===== config.mk =====
export PLATFORM = sky130hd
export DESIGN_NAME = main_ram_arbiter
export DESIGN_NICKNAME = d
export VERILOG_FILES = /design/src/rtl/main_ram_arbiter.sv
export SDC_FILE = /design/constraint.sdc
export NUM_CORES = 1
export LEC_CHECK = 0
export ABC_CLOCK_PERIOD_IN_PS = 4600
export CAP_MARGIN = 10
export CORE_AREA = 4 4 129 131
export CTS_CLUSTER_DIAMETER = 150
export DETAILED_ROUTE_END_ITERATION = 8
export DIE_AREA = 0 0 133 135
export PLACE_DENSITY = 0.56
export SLEW_MARGIN = 20
export SYNTH_ARGS = -nofsm -noshare
export SYNTH_HDL_FRONTEND = slang
export SYNTH_SLANG_ARGS = --single-unit
export TNS_END_PERCENT = 30

===== constraint.sdc =====
create_clock -name clk -period 4.6 [get_ports clk]
set_clock_uncertainty 0.05 [all_clocks]
set_input_delay 0.92 -clock clk [delete_from_list [all_inputs] [get_ports clk]]
set_output_delay 0.92 -clock clk [all_outputs]
set_load 0.01 [all_outputs]

===== src/rtl/main_ram_arbiter.sv =====
// main_ram_arbiter: four-port arbiter in front of the single-port 32-bit main
// video RAM. It grants at most one access per clock, muxes the winner onto
// the RAM and steers the read data back to the winning port one cycle later.
// Port 0 is the CPU/host, 1 and 2 are the layer renderers, 3 is the sprite
// renderer.
module main_ram_arbiter #(
  parameter int PORT0_PRIORITY = 0,
  parameter int ADDR_W         = 15
) (
  input  logic              clk,
  input  logic              rst_n,

  input  logic [ADDR_W-1:0] p0_addr,
  input  logic [31:0]       p0_wrdata,
  input  logic [3:0]        p0_wrbytesel,
  input  logic              p0_write,
  input  logic              p0_strobe,
  output logic              p0_ack,
  output logic              p0_rdvalid,

  input  logic [ADDR_W-1:0] p1_addr,
  input  logic [31:0]       p1_wrdata,
  input  logic [3:0]        p1_wrbytesel,
  input  logic              p1_write,
  input  logic              p1_strobe,
  output logic              p1_ack,
  output logic              p1_rdvalid,

  input  logic [ADDR_W-1:0] p2_addr,
  input  logic [31:0]       p2_wrdata,
  input  logic [3:0]        p2_wrbytesel,
  input  logic              p2_write,
  input  logic              p2_strobe,
  output logic              p2_ack,
  output logic              p2_rdvalid,

  input  logic [ADDR_W-1:0] p3_addr,
  input  logic [31:0]       p3_wrdata,
  input  logic [3:0]        p3_wrbytesel,
  input  logic              p3_write,
  input  logic              p3_strobe,
  output logic              p3_ack,
  output logic              p3_rdvalid,

  output logic [31:0]       rddata,

  output logic [ADDR_W-1:0] ram_addr,
  output logic [31:0]       ram_wrdata,
  output logic [3:0]        ram_wrbytesel,
  output logic              ram_write,
  input  logic [31:0]       ram_rddata
);

  localparam bit PRIO0 = (PORT0_PRIORITY != 0);

  logic [3:0] strobe_vec;
  logic [3:0] write_vec;

  logic       grant_valid;
  logic [1:0] grant_idx;
  logic [1:0] cand;

  logic [1:0] last_grant_q, last_grant_d;
  logic       rd_pend_q, rd_pend_d;
  logic [1:0] rd_port_q, rd_port_d;

  assign strobe_vec = {p3_strobe, p2_strobe, p1_strobe, p0_strobe};
  assign write_vec  = {p3_write, p2_write, p1_write, p0_write};

  // Pick the winner: optional fixed priority for port 0, otherwise a
  // round-robin scan starting just after the last granted port. Arbitration
  // is masked while reset is asserted.
  always_comb begin
    grant_valid = 1'b0;
    grant_idx   = 2'd0;
    cand        = 2'd0;
    if (rst_n) begin
      if (PRIO0 && strobe_vec[0]) begin
        grant_valid = 1'b1;
        grant_idx   = 2'd0;
      end else begin
        for (int k = 1; k <= 4; k++) begin
          cand = last_grant_q + 2'(k);
          if (!grant_valid && strobe_vec[cand] && !(PRIO0 && cand == 2'd0)) begin
            grant_valid = 1'b1;
            grant_idx   = cand;
          end
        end
      end
    end
  end

  assign p0_ack = grant_valid && (grant_idx == 2'd0);
  assign p1_ack = grant_valid && (grant_idx == 2'd1);
  assign p2_ack = grant_valid && (grant_idx == 2'd2);
  assign p3_ack = grant_valid && (grant_idx == 2'd3);

  // Steer the granted port onto the RAM; with no grant the index stays 0 so
  // port 0 values sit on the bus, and the write strobe is suppressed.
  always_comb begin
    ram_addr      = p0_addr;
    ram_wrdata    = p0_wrdata;
    ram_wrbytesel = p0_wrbytesel;
    case (grant_idx)
      2'd1: begin
        ram_addr      = p1_addr;
        ram_wrdata    = p1_wrdata;
        ram_wrbytesel = p1_wrbytesel;
      end
      2'd2: begin
        ram_addr      = p2_addr;
        ram_wrdata    = p2_wrdata;
        ram_wrbytesel = p2_wrbytesel;
      end
      2'd3: begin
        ram_addr      = p3_addr;
        ram_wrdata    = p3_wrdata;
        ram_wrbytesel = p3_wrbytesel;
      end
      default: begin
        ram_addr      = p0_addr;
        ram_wrdata    = p0_wrdata;
        ram_wrbytesel = p0_wrbytesel;
      end
    endcase
    ram_write = grant_valid && write_vec[grant_idx];
  end

  // Next round-robin pointer and read-in-flight tracking; a priority grant
  // to port 0 leaves the pointer alone so ports 1-3 keep their rotation.
  always_comb begin
    last_grant_d = last_grant_q;
    rd_pend_d    = 1'b0;
    rd_port_d    = rd_port_q;
    if (grant_valid) begin
      if (!(PRIO0 && grant_idx == 2'd0)) begin
        last_grant_d = grant_idx;
      end
      rd_pend_d = ~write_vec[grant_idx];
      rd_port_d = grant_idx;
    end
  end

  // State register; reset points the scan so port 0 is checked first.
  always_ff @(posedge clk) begin
    if (!rst_n) begin
      last_grant_q <= 2'd3;
      rd_pend_q    <= 1'b0;
      rd_port_q    <= 2'd0;
    end else begin
      last_grant_q <= last_grant_d;
      rd_pend_q    <= rd_pend_d;
      rd_port_q    <= rd_port_d;
    end
  end

  assign p0_rdvalid = rd_pend_q && (rd_port_q == 2'd0);
  assign p1_rdvalid = rd_pend_q && (rd_port_q == 2'd1);
  assign p2_rdvalid = rd_pend_q && (rd_port_q == 2'd2);
  assign p3_rdvalid = rd_pend_q && (rd_port_q == 2'd3);

  assign rddata = ram_rddata;

endmodule


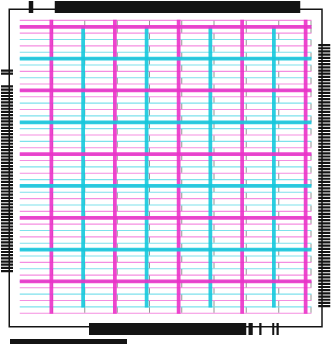
run_1/pdn.png
The bar under the picture is 50 um long. Pins as bars on the die edge. Tap cells in grey.
net	colour
VDD	cyan
VSS	magenta
met1 rails	47
rows	46
met4 straps	9

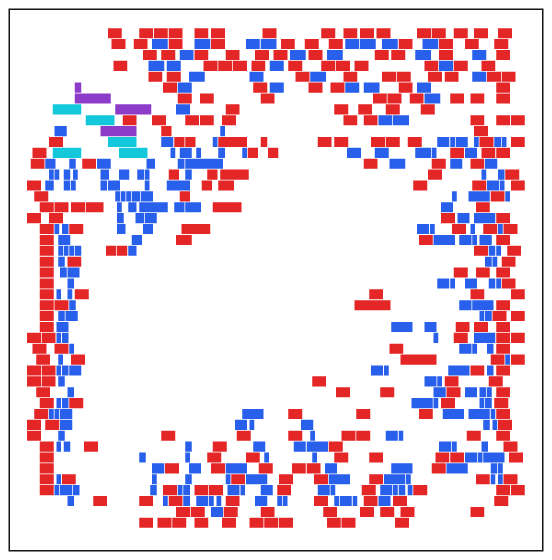
run_1/cell_classes.png
class	colour	cells
all other logic	blue	253
other buffers and delay cells	red	292
clock drivers and dummy loads	purple	4
flops	cyan	5

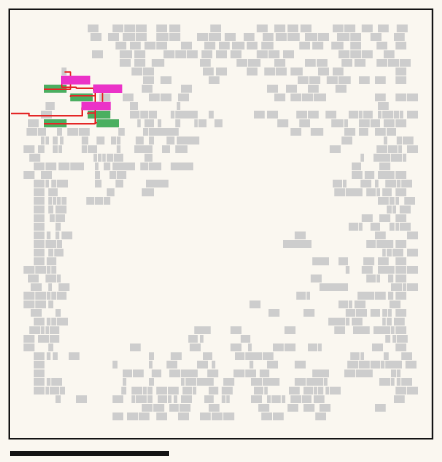
run_1/clock_map.png
The bar under the picture is 50 um long.
[clock wires] red | length: 111 um
[flip-flops] green | count: 5
[cells driving clock nets] magenta | count: 3
routed clock nets	4
flops lie	top left

## run 1: worst max-delay path: cells and delay by family
kind | cells | cell delay [ps]
buffers and inverters | 4 | 1390
AOI/OAI and AO/OA | 4 | 920
and+or+nand+nor | 1 | 270
## run 1: sequential cells by signal, indices dropped and copies added (netlist names)
register	count
last_grant_q	2
rd_port_q	2
rd_pend_q	1
## run 1: per-stage QoR
stage	setup WS, ps	instance area [um^2]
final	127	5240
after global routing	41.3	5240
after floorplan	1170	2310
after detailed placement	56.4	5090
after global placement	97.1	5090
after CTS	50.7	5170
## run 1: what timing repair did
action	in CTS	in global routing
setup endpoints to repair	0	14
hold buffers	0	0
resized	0	4
buffers inserted	0	1
## run 1: where the power goes
group / switching (mW) / total, mW / internal, mW
registers: 0.00558 / 0.0540 / 0.0484
logic: 0.308 / 0.737 / 0.429
clock network: 0.0291 / 0.143 / 0.114
## run 1: kinds of logic (layout without fill, tap and decap cells)
family,Yosys count,in the layout,share of synthesized area (%)
buf+inv,65,299,17.6
flops,5,5,4.32
simple gates,109,109,20.2
compound gates,141,141,57.9
## run 1: routing by layer
metal  vias to the layer above  track usage (%)  wire, um
li1                       1716                -         -
met1                      1629             17.8      5780
met4                         0             2.02       192
met3                        16             3.58      1030
met5                         -                0         0
met2                       166             23.3      6640
## run 1: worst max-delay path by stage
stage / to / start / slack (ps) / cells after the start
floorplan: ram_wrdata[3] / p1_strobe / 1170 / 6
global placement: ram_wrdata[31] / p1_strobe / 100 / 8
detailed placement: ram_wrdata[31] / p1_strobe / 60 / 8
CTS: ram_wrdata[31] / p1_strobe / 50 / 8
global route: ram_wrdata[29] / p3_strobe / 40 / 9
finish: ram_wrdata[29] / p0_strobe / 130 / 9
==> results.toml, run 1 <==
# generated from flow reports
[route]
antenna_left = 0
first_pass_iters = 4
drt_iter0_markers = 137
vias_per_cell = 4.58
wl_per_cell_um = 17.7
vias = 3527
drc = 0
drt_wl_total_um = 13600

[hold_path]
whs_endpoint = "rd_port_q[0]"
hp-class = "reg -> reg"
min_path_cells = 2
min_from = "rd_port_q[0]"

[setup_path]
slowest_stage = "clkdlybuf4s50_1"
path_cells = "clkdlybuf4s50_1 -> or2_4 -> a311o_4 -> a311oi_4 -> buf_6 -> clkbuf_16 -> a221oi_2 -> o21ai_2 -> clkdlybuf4s50_1"
cp_data_required_time_ps = 3630
cp.arrival_ps = 3500
start_kind = "input port"
ff2ff_setup_slack_ps = 2750
timing.rr.end = "rd_pend_q"
crit_type = "in -> out"
r2r_start = "last_grant_q[1]"
cp_max_fo = 12
endpoint_kind = "output pin"
r2r_cells = 6
critical_path.max_stage_delay_ps = 580
cpMostUsedCell = "clkdlybuf4s50_1"

[grt]
antenna_found_initial = 0
grt_first_pass_wirelength_um = 20300
grt-ovfl-total = 0
grt_pass1_vias = 3613
grt_max_degree = 47
globalRouteTotalUtil_pct = 13.7

[die]
initCoreUtil_pct = 14.8
fp.dieW_um = 133
io_pins = 338
tap_cells = 216
fp.coreArea_um2 = 15600
die_area_um2 = 18000
fp.dieH_um = 135
core.rowCount = 46

[final_timing]
rsz0062_at_grt = "no"
fmax_mhz = 224
timing.final.hold_violations = 0
fin_crit_sh_pct = 97.2
worst_slew_pin_slew_ps = 403
finalSetupViolCount = 0
whs_ps = 469
tns_ps = 0
relSlewSlack_pct = 72.9
slew_violations = 0
period_minus_slack_ps = 4470

[final_layout]
comb_share_pct = 34.6
final_cells = 770
n_antenna_cell = 0
areaGrowthSynthToFinish_pct = 126
finalNetCount = 801
largestClassByArea = "buffers"
nFillCells = 1678
final-nonclk-buf-share_pct = 56.6
nNonClkBuffers = 292
final-clk-cell-share_pct = 1.53
combGateArea_um2 = 1810
lay_top_count = "clkdlybuf4s50_1"
most-common-layout-cells = "clkdlybuf4s50_1 (271), nor2_1 (41), nand2_1 (40), o2bb2ai_1 (23), a221oi_2 (19)"
comb_cells = 250
utilization_pct = 33.6
seq_share_pct = 1.91
num-nonclk-inverters = 3
final-seq-area_um2 = 100
drive_above_1_share_pct = 13.7
ff_count = 5
clkbuf_count = 3

[logic_synthesis]
synth_chip_area_um2 = 2310
yosysTopAreaCell = "a221oi_2"
synth.cell_area_um2 = 2310
top_cells_by_area = "a221oi_2 (12%), buf_4 (11%), o2bb2ai_1 (8.7%)"
synth_top_cell_by_count = "nor2_1"
synth.distinct_cells = 38
ys_seq_share_pct = 4.32
top_cells_by_count = "nor2_1 (41), nand2_1 (40), buf_4 (35), o2bb2ai_1 (23), a221oi_2 (19)"
top_area_share_pct = 12.3
flop_cell = "dfxtp_1"
synth_flops = 5
ys_cells = 320
synth-edff-count = 0
synth_area_per_cell_um2 = 7.23
synthCells = 320
synthesis.nets = 566
synthArstFlopShare_pct = 0
ys_warn_count = 0

[run_status]
outcome = "finished clean"

[place]
gp_congestion = 0.861
dp.cells = 763
hpwl_um = 11100
portBuffers = 273

[clock_network]
cts_buffers = 3
clockRootBuffer = "clkbuf_16"
cts_tree = "done"
cts.clk_slew.worst_paths_ps = 40
cts_sinks = 5
clock_path_buffers = 2
clk_latency_ps = 230
cts.htree.levels = 1

[job]
warnings = 26
max-cap-violations = 0

[pwr]
powerDensity_nw_per_um2 = 178
p_leak_nw = 1.88
ir_drop_mv = 0.174
total_power_mw = 0.933
--- run 2 (diff from run 1) ---
CELL_PAD_IN_SITES_DETAIL_PLACEMENT = 0   (was unset)
CELL_PAD_IN_SITES_GLOBAL_PLACEMENT = 1   (was unset)
CORE_AREA = unset   (was 4 4 129 131)
CORE_ASPECT_RATIO = 0.75   (was unset)
CORE_MARGIN = 4   (was unset)
CORE_UTILIZATION = 15   (was unset)
DIE_AREA = unset   (was 0 0 133 135)
PLACE_DENSITY = 0.88   (was 0.56)
==> run 2 against run 1 <==
Net effect:
- count of clock-buffer cells in the layout grew 1
- first-iteration DRC count grew 34%
- die area shrank 2.5%
- critical endpoint is now ram_wrdata[4]
- largest power group unchanged
==> results.toml, run 2 <==
# generated from flow reports
[final_layout]
final_cells = 758
design_area_um2 = 5210
lay_top_count = "clkdlybuf4s50_1"
n_antenna_cell = 0
areaGrowthSynthToFinish_pct = 125
utilization_pct = 34.3
drive_above_1_share_pct = 13.2
finalNetCount = 800

[die]
initCoreUtil_pct = 15.3
fp.dieH_um = 116
die_area_um2 = 17500
fp.coreArea_um2 = 15200
fp.dieW_um = 151
core.rowCount = 39
io_pins = 338

[hold_path]
hp-class = "reg -> reg"
min_path_cells = 2
min_from = "rd_port_q[1]"
whs_endpoint = "rd_port_q[1]"

[grt]
grt_first_pass_wirelength_um = 18400
grt_max_degree = 47
antenna_found_initial = 0
grtUsageMet3_pct = 3.48
globalRouteTotalUtil_pct = 13.0
grt_pass1_vias = 3483
use_met2_pct = 23.4
grt.busiest_layer = "met2"

[setup_path]
timing.rr.end = "rd_pend_q"
cp_max_fo = 12
crit_type = "in -> out"
start_kind = "input port"
cp.arrival_ps = 3500
path_cells = "clkdlybuf4s50_1 -> buf_4 -> nor3b_1 -> a311o_4 -> a41oi_4 -> buf_4 -> nor2_1 -> a41oi_1 -> clkdlybuf4s50_1"
cp_data_required_time_ps = 3630
slowest_stage = "clkdlybuf4s50_1"
endpoint_kind = "output pin"
r2r_cells = 6
path_buffers = 4
r2r_start = "last_grant_q[0]"
critical_path.max_stage_delay_ps = 580
worst_path_dominant_cell_family = "buffers and inverters"
ff2ff_setup_slack_ps = 2740

[route]
wl_per_cell_um = 17.0
drt_iter0_markers = 183
first_pass_iters = 4
dr_wl_met3_um = 1410
met1Wirelength_um = 5460
antenna_left = 0
met2_length_um = 5950
drc = 0
vias_per_cell = 4.60
vias = 3486
drt_wl_total_um = 12900

[logic_synthesis]
top_cells_by_count = "nor2_1 (41), nand2_1 (40), buf_4 (35), o2bb2ai_1 (23), a221oi_2 (19)"
synthesis.nets = 566
top_area_share_pct = 12.3
yosysTopAreaCell = "a221oi_2"
ys_cells = 320
synthCells = 320
synthArstFlopShare_pct = 0
ys_seq_share_pct = 4.32
synth.cell_area_um2 = 2310
synth-edff-count = 0
synth_chip_area_um2 = 2310
synth.distinct_cells = 38
flop_cell = "dfxtp_1"
synth_top_cell_by_count = "nor2_1"
synth_area_per_cell_um2 = 7.23
ys_warn_count = 0
top_cells_by_area = "a221oi_2 (12%), buf_4 (11%), o2bb2ai_1 (8.7%)"

[place]
hpwl_um = 10700
dp.cells = 754
place_area_um2 = 5120
gp_congestion = 0.850
dpl_worst_slack_ps = 102

[final_timing]
fin_crit_sh_pct = 97.2
worst_slew_pin_slew_ps = 556
rsz0062_at_grt = "no"
fmax_mhz = 224
whs_ps = 446
setup_ws_ps = 129
timing.final.hold_violations = 0
tns_ps = 0
finalSetupViolCount = 0

[clock_network]
cts.htree.levels = 1
clk_latency_ps = 230
cts_tree = "done"
cts_buffers = 3
clock_path_buffers = 2

[pwr]
switching_share_pct = 36.8
powerDensity_nw_per_um2 = 181
comb_power_share_pct = 78.8
intPower_mw = 0.595
pwr-share-clk_pct = 15.5
p_seq_share_pct = 5.7
p_sw_mw = 0.347
total_power_mw = 0.941

[job]
warnings = 26

[run_status]
outcome = "finished clean"
run 2: netlist changes by cell type in the layout (fill, tap and decap cells not counted):
cell             before  now
buf_12                4    6
a21o_1                1    2
clkinv_2              1    0
a41oi_4               0    1
buf_4                11   12
o21ai_1              14   15
dlymetal6s2s_1        1    0
a21o_2                1    0
buf_6                 2    0
o21ai_0              12   11
clkbuf_16             5    3
clkdlybuf4s50_1     271  272
clkbuf_1              0    1
a41oi_2               1    0
run 2: timing repair:
| item | 4_1_cts | 5_1_grt |
|---|---|---|
| hold buffers | 0 | 0 |
| buffers inserted | 0 | 0 |
| gates resized | 0 | 2 |
| setup endpoints to repair | 0 | 8 |
run 2: logic make-up (layout without fill, tap and decap cells):
logic type / after synthesis / after routing / synth area share (%)
compound gates: 141 / 141 / 57.9
simple gates: 109 / 109 / 20.2
buf+inv: 65 / 298 / 17.6
flops: 5 / 5 / 4.32
run 2: power groups by stage:
stage / registers, mW / clock network [mW] / logic, mW
final: 0.0536 / 0.146 / 0.742
after global routing: 0.0543 / 0.151 / 0.797
after CTS: 0.0534 / 0.148 / 0.750
after detailed placement: 0.0540 / 0 / 0.744
after global placement: 0.0541 / 0 / 0.745
after floorplan: 0.0527 / 0 / 0.339
run 2: cell type report:
type	instances	area [um^2]
Inverter	3	11.3
Fill cell	1541	9970
Timing Repair Buffer	291	2940
Multi-Input combinational cell	250	1820
Tap cell	205	256
Sequential cell	5	100
Clock buffer	4	78.8
run 2: worst max-delay path by stage:
stage	from	endpoint	slack [ps]	cells past startpoint
finish	p1_strobe	ram_wrdata[4]	130	9
global route	p1_strobe	ram_wrdata[4]	6	9
global placement	p1_strobe	ram_addr[5]	140	9
CTS	p1_strobe	ram_wrdata[4]	80	9
detailed placement	p1_strobe	ram_wrdata[4]	100	9
floorplan	p1_strobe	ram_wrdata[3]	1170	6
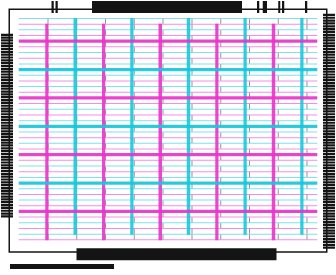
run_2/pdn.png
The bar under the picture is 50 um long. Pins as bars on the die edge. Tap cells in grey.
net	colour
VSS	magenta
VDD	cyan
signal pins	338
met5 straps	7
met1 rails	40

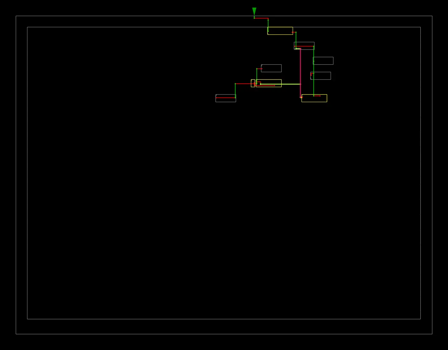
run_2/final_clocks.png
Seq cells: 5
clkbuf count: 4
clk pwr: 0.146 mW
clk sink count: 5

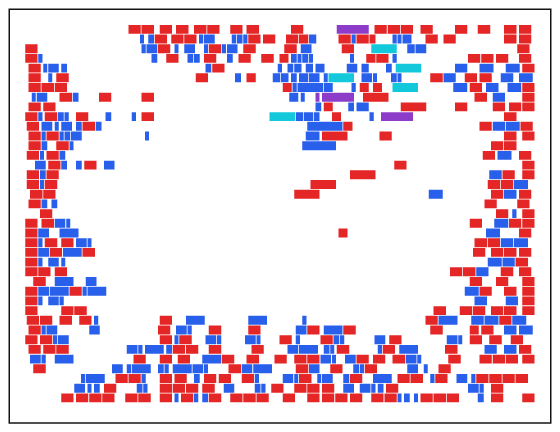
run_2/cell_classes.png
class	colour	cells
clock drivers and dummy loads	purple	4
flops	cyan	5
other buffers and delay cells	red	291
all other logic	blue	253

--- run 3 (diff from run 2) ---
CAP_MARGIN = unset   (was 10)
==> run 3 against run 2 <==
Net effect:
- largest power group unchanged
- cell count stayed put
- critical path type unchanged
- via count stayed put
- total power stayed put
- clock power hardly changed
- final area stayed put
==> results.toml, run 3 <==
# generated from flow reports
[run_status]
outcome = "finished clean"

[die]
initCoreUtil_pct = 15.3
core.rowCount = 39
fp.dieW_um = 151
fp.dieH_um = 116
fp.coreArea_um2 = 15200
io_pins = 338
die_area_um2 = 17500

[final_timing]
fin_crit_sh_pct = 97.2
finalSetupViolCount = 0
worst_slew_pin_slew_ps = 556
period_minus_slack_ps = 4470
rsz0062_at_grt = "no"
relSlewSlack_pct = 62.7
tns_ps = 0
timing.final.hold_violations = 0
fmax_mhz = 224
slew_violations = 0

[pwr]
pg_comb_mw = 0.742
powerDensity_nw_per_um2 = 181
top_power_group = "combinational logic"
pwr-share-clk_pct = 15.5
p_seq_share_pct = 5.7
p_leak_nw = 1.86
p_sw_mw = 0.347
intPower_mw = 0.595
p_seq_mw = 0.0536
ir_drop_mv = 0.106
comb_power_share_pct = 78.8
powerClk_mw = 0.146
switching_share_pct = 36.8
total_power_mw = 0.941

[route]
vias = 3486
vias_per_cell = 4.60
first_pass_iters = 4
drc = 0
drt_iter0_markers = 183
antenna_left = 0
wl_per_cell_um = 17.0
drt_wl_total_um = 12900

[logic_synthesis]
ys_sh_aoi_pct = 57.9
synth_xor_xnor_area_share_pct = 0
synth_top_cell_by_count = "nor2_1"
top_cells_by_area = "a221oi_2 (12%), buf_4 (11%), o2bb2ai_1 (8.7%)"
synth_area_per_cell_um2 = 7.23
yosysTopAreaCell = "a221oi_2"
ys_cells = 320
simple_gate_share_pct = 20.2
top_cells_by_count = "nor2_1 (41), nand2_1 (40), buf_4 (35), o2bb2ai_1 (23), a221oi_2 (19)"
synth_chip_area_um2 = 2310
synth-edff-count = 0
synth.cell_area_um2 = 2310
synthCells = 320
flop_cell = "dfxtp_1"
synthesis.nets = 566
synthMuxAreaShare_pct = 0
ys_warn_count = 0
netlist_logic_family_top = "AND-OR/OR-AND gates"
top_area_share_pct = 12.3
ys_seq_share_pct = 4.32
ys_sh_adder_pct = 0
synthArstFlopShare_pct = 0
synth.distinct_cells = 38

[final_layout]
final_cells = 758
lay_top_count = "clkdlybuf4s50_1"
design_area_um2 = 5210
largestRegisters = "last_grant_q x2, rd_port_q x2, rd_pend_q x1"
areaGrowthSynthToFinish_pct = 125
nFillCells = 1541
n_antenna_cell = 0
most-common-layout-cells = "clkdlybuf4s50_1 (272), nor2_1 (41), nand2_1 (40), o2bb2ai_1 (23), a221oi_2 (19)"
finalNetCount = 800
drive_above_1_share_pct = 13.2

[clock_network]
cts.clk_slew.worst_paths_ps = 30
cts_tree = "done"
cts.htree.levels = 1
cts_sinks = 5
clock_path_buffers = 2
clk_latency_ps = 230
cts_buffers = 3
clockRootBuffer = "clkbuf_16"

[place]
hpwl_um = 10700
dp.cells = 754
gp_congestion = 0.850
place_area_um2 = 5120

[job]
warnings = 26
max-cap-violations = 0

[setup_path]
r2r_cells = 6
endpoint_kind = "output pin"
cp_max_fo = 12
crit_type = "in -> out"
cp.arrival_ps = 3500
cp_data_required_time_ps = 3630
start_kind = "input port"

[hold_path]
hp-class = "reg -> reg"
min_path_cells = 2

[grt]
grt_max_degree = 47
grt-ovfl-total = 0
grt_first_pass_wirelength_um = 18400
antenna_found_initial = 0
globalRouteTotalUtil_pct = 13.0
grt_pass1_vias = 3483
## run 3: cell families (layout without fill, tap and decap cells)
group | Yosys count | count (layout)
compound gates | 141 | 141
simple gates | 109 | 109
buf+inv | 65 | 298
flops | 5 | 5
## run 3: path summary, 6_finish.rpt
path / end / slack [ps] / from
setup / recovery: ram_wrdata[4] / 130 / p1_strobe
hold reg to reg: rd_port_q[1] / 450 / rd_port_q[1]
hold / removal: rd_port_q[1] / 450 / rd_port_q[1]
setup reg to reg: rd_pend_q / 2740 / last_grant_q[0]
## run 3: stage by stage
step / worst slack, ps / utilization (%) / hold WS (ps)
2_1_floorplan: 1170 / - / 417
3_3_place_gp: 141 / 33.7 / 435
3_5_place_dp: 102 / 33.7 / 447
4_1_cts: 84.9 / 34.2 / 451
5_1_grt: 5.50 / 34.3 / 473
6_report: 129 / 34.3 / 446
## run 3: layout make-up
cell class	instances	area, um^2	area share, %
Multi-Input combinational cell	250	1820	35.0
Sequential cell	5	100	1.92
Tap cell	205	256	4.93
Clock buffer	4	78.8	1.51
Inverter	3	11.3	0.216
Timing Repair Buffer	291	2940	56.4
## run 3: timing repair
item	in CTS	in global routing
gates resized	0	2
hold buffers	0	0
setup endpoints to repair	0	8
setup buffers	0	0
## run 3: critical path, stage by stage
cell	delay, ps
clkdlybuf4s50_1	440
buf_4	160
nor3b_1	150
a311o_4	440
a41oi_4	310
buf_4	260
nor2_1	70
a41oi_1	160
clkdlybuf4s50_1	580
## run 3: layer usage
layer	track usage, %	vias up	part of all wire [%]	wire length (um)
met5	0	-	0	0
met1	16.2	1564	42	5460
met3	3.48	5	11	1410
met2	23.4	199	46	5950
met4	0.785	0	0.33	43
li1	-	1718	-	-
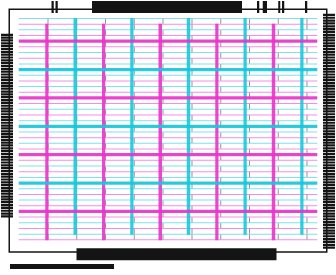
run_3/pdn.png
The bar under the picture is 50 um long. Pins as bars on the die edge. Tap cells in grey.
net	colour
VDD	cyan
VSS	magenta
met4 straps	10
met5 straps	7

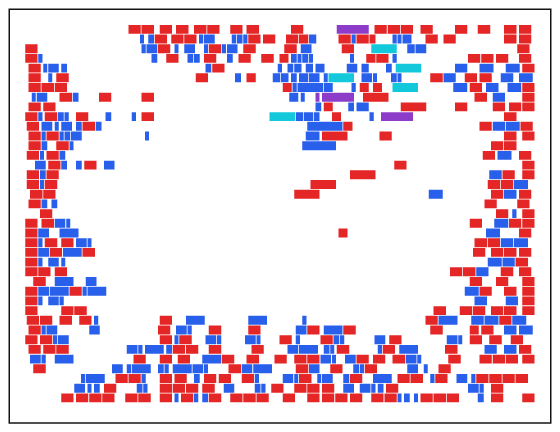
run_3/cell_classes.png
class	colour	cells
all other logic	blue	253
flops	cyan	5
other buffers and delay cells	red	291
clock drivers and dummy loads	purple	4

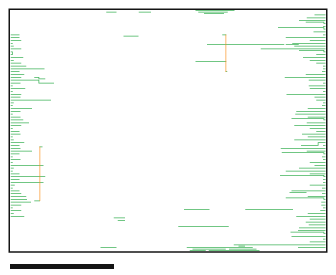
run_3/metal_stack.png
The bar under the picture is 50 um long. Only two layers are drawn.
layer	colour	wire length
met3	green	1410 um
met4	orange	43.5 um

Power and IR drop assume default switching activity.
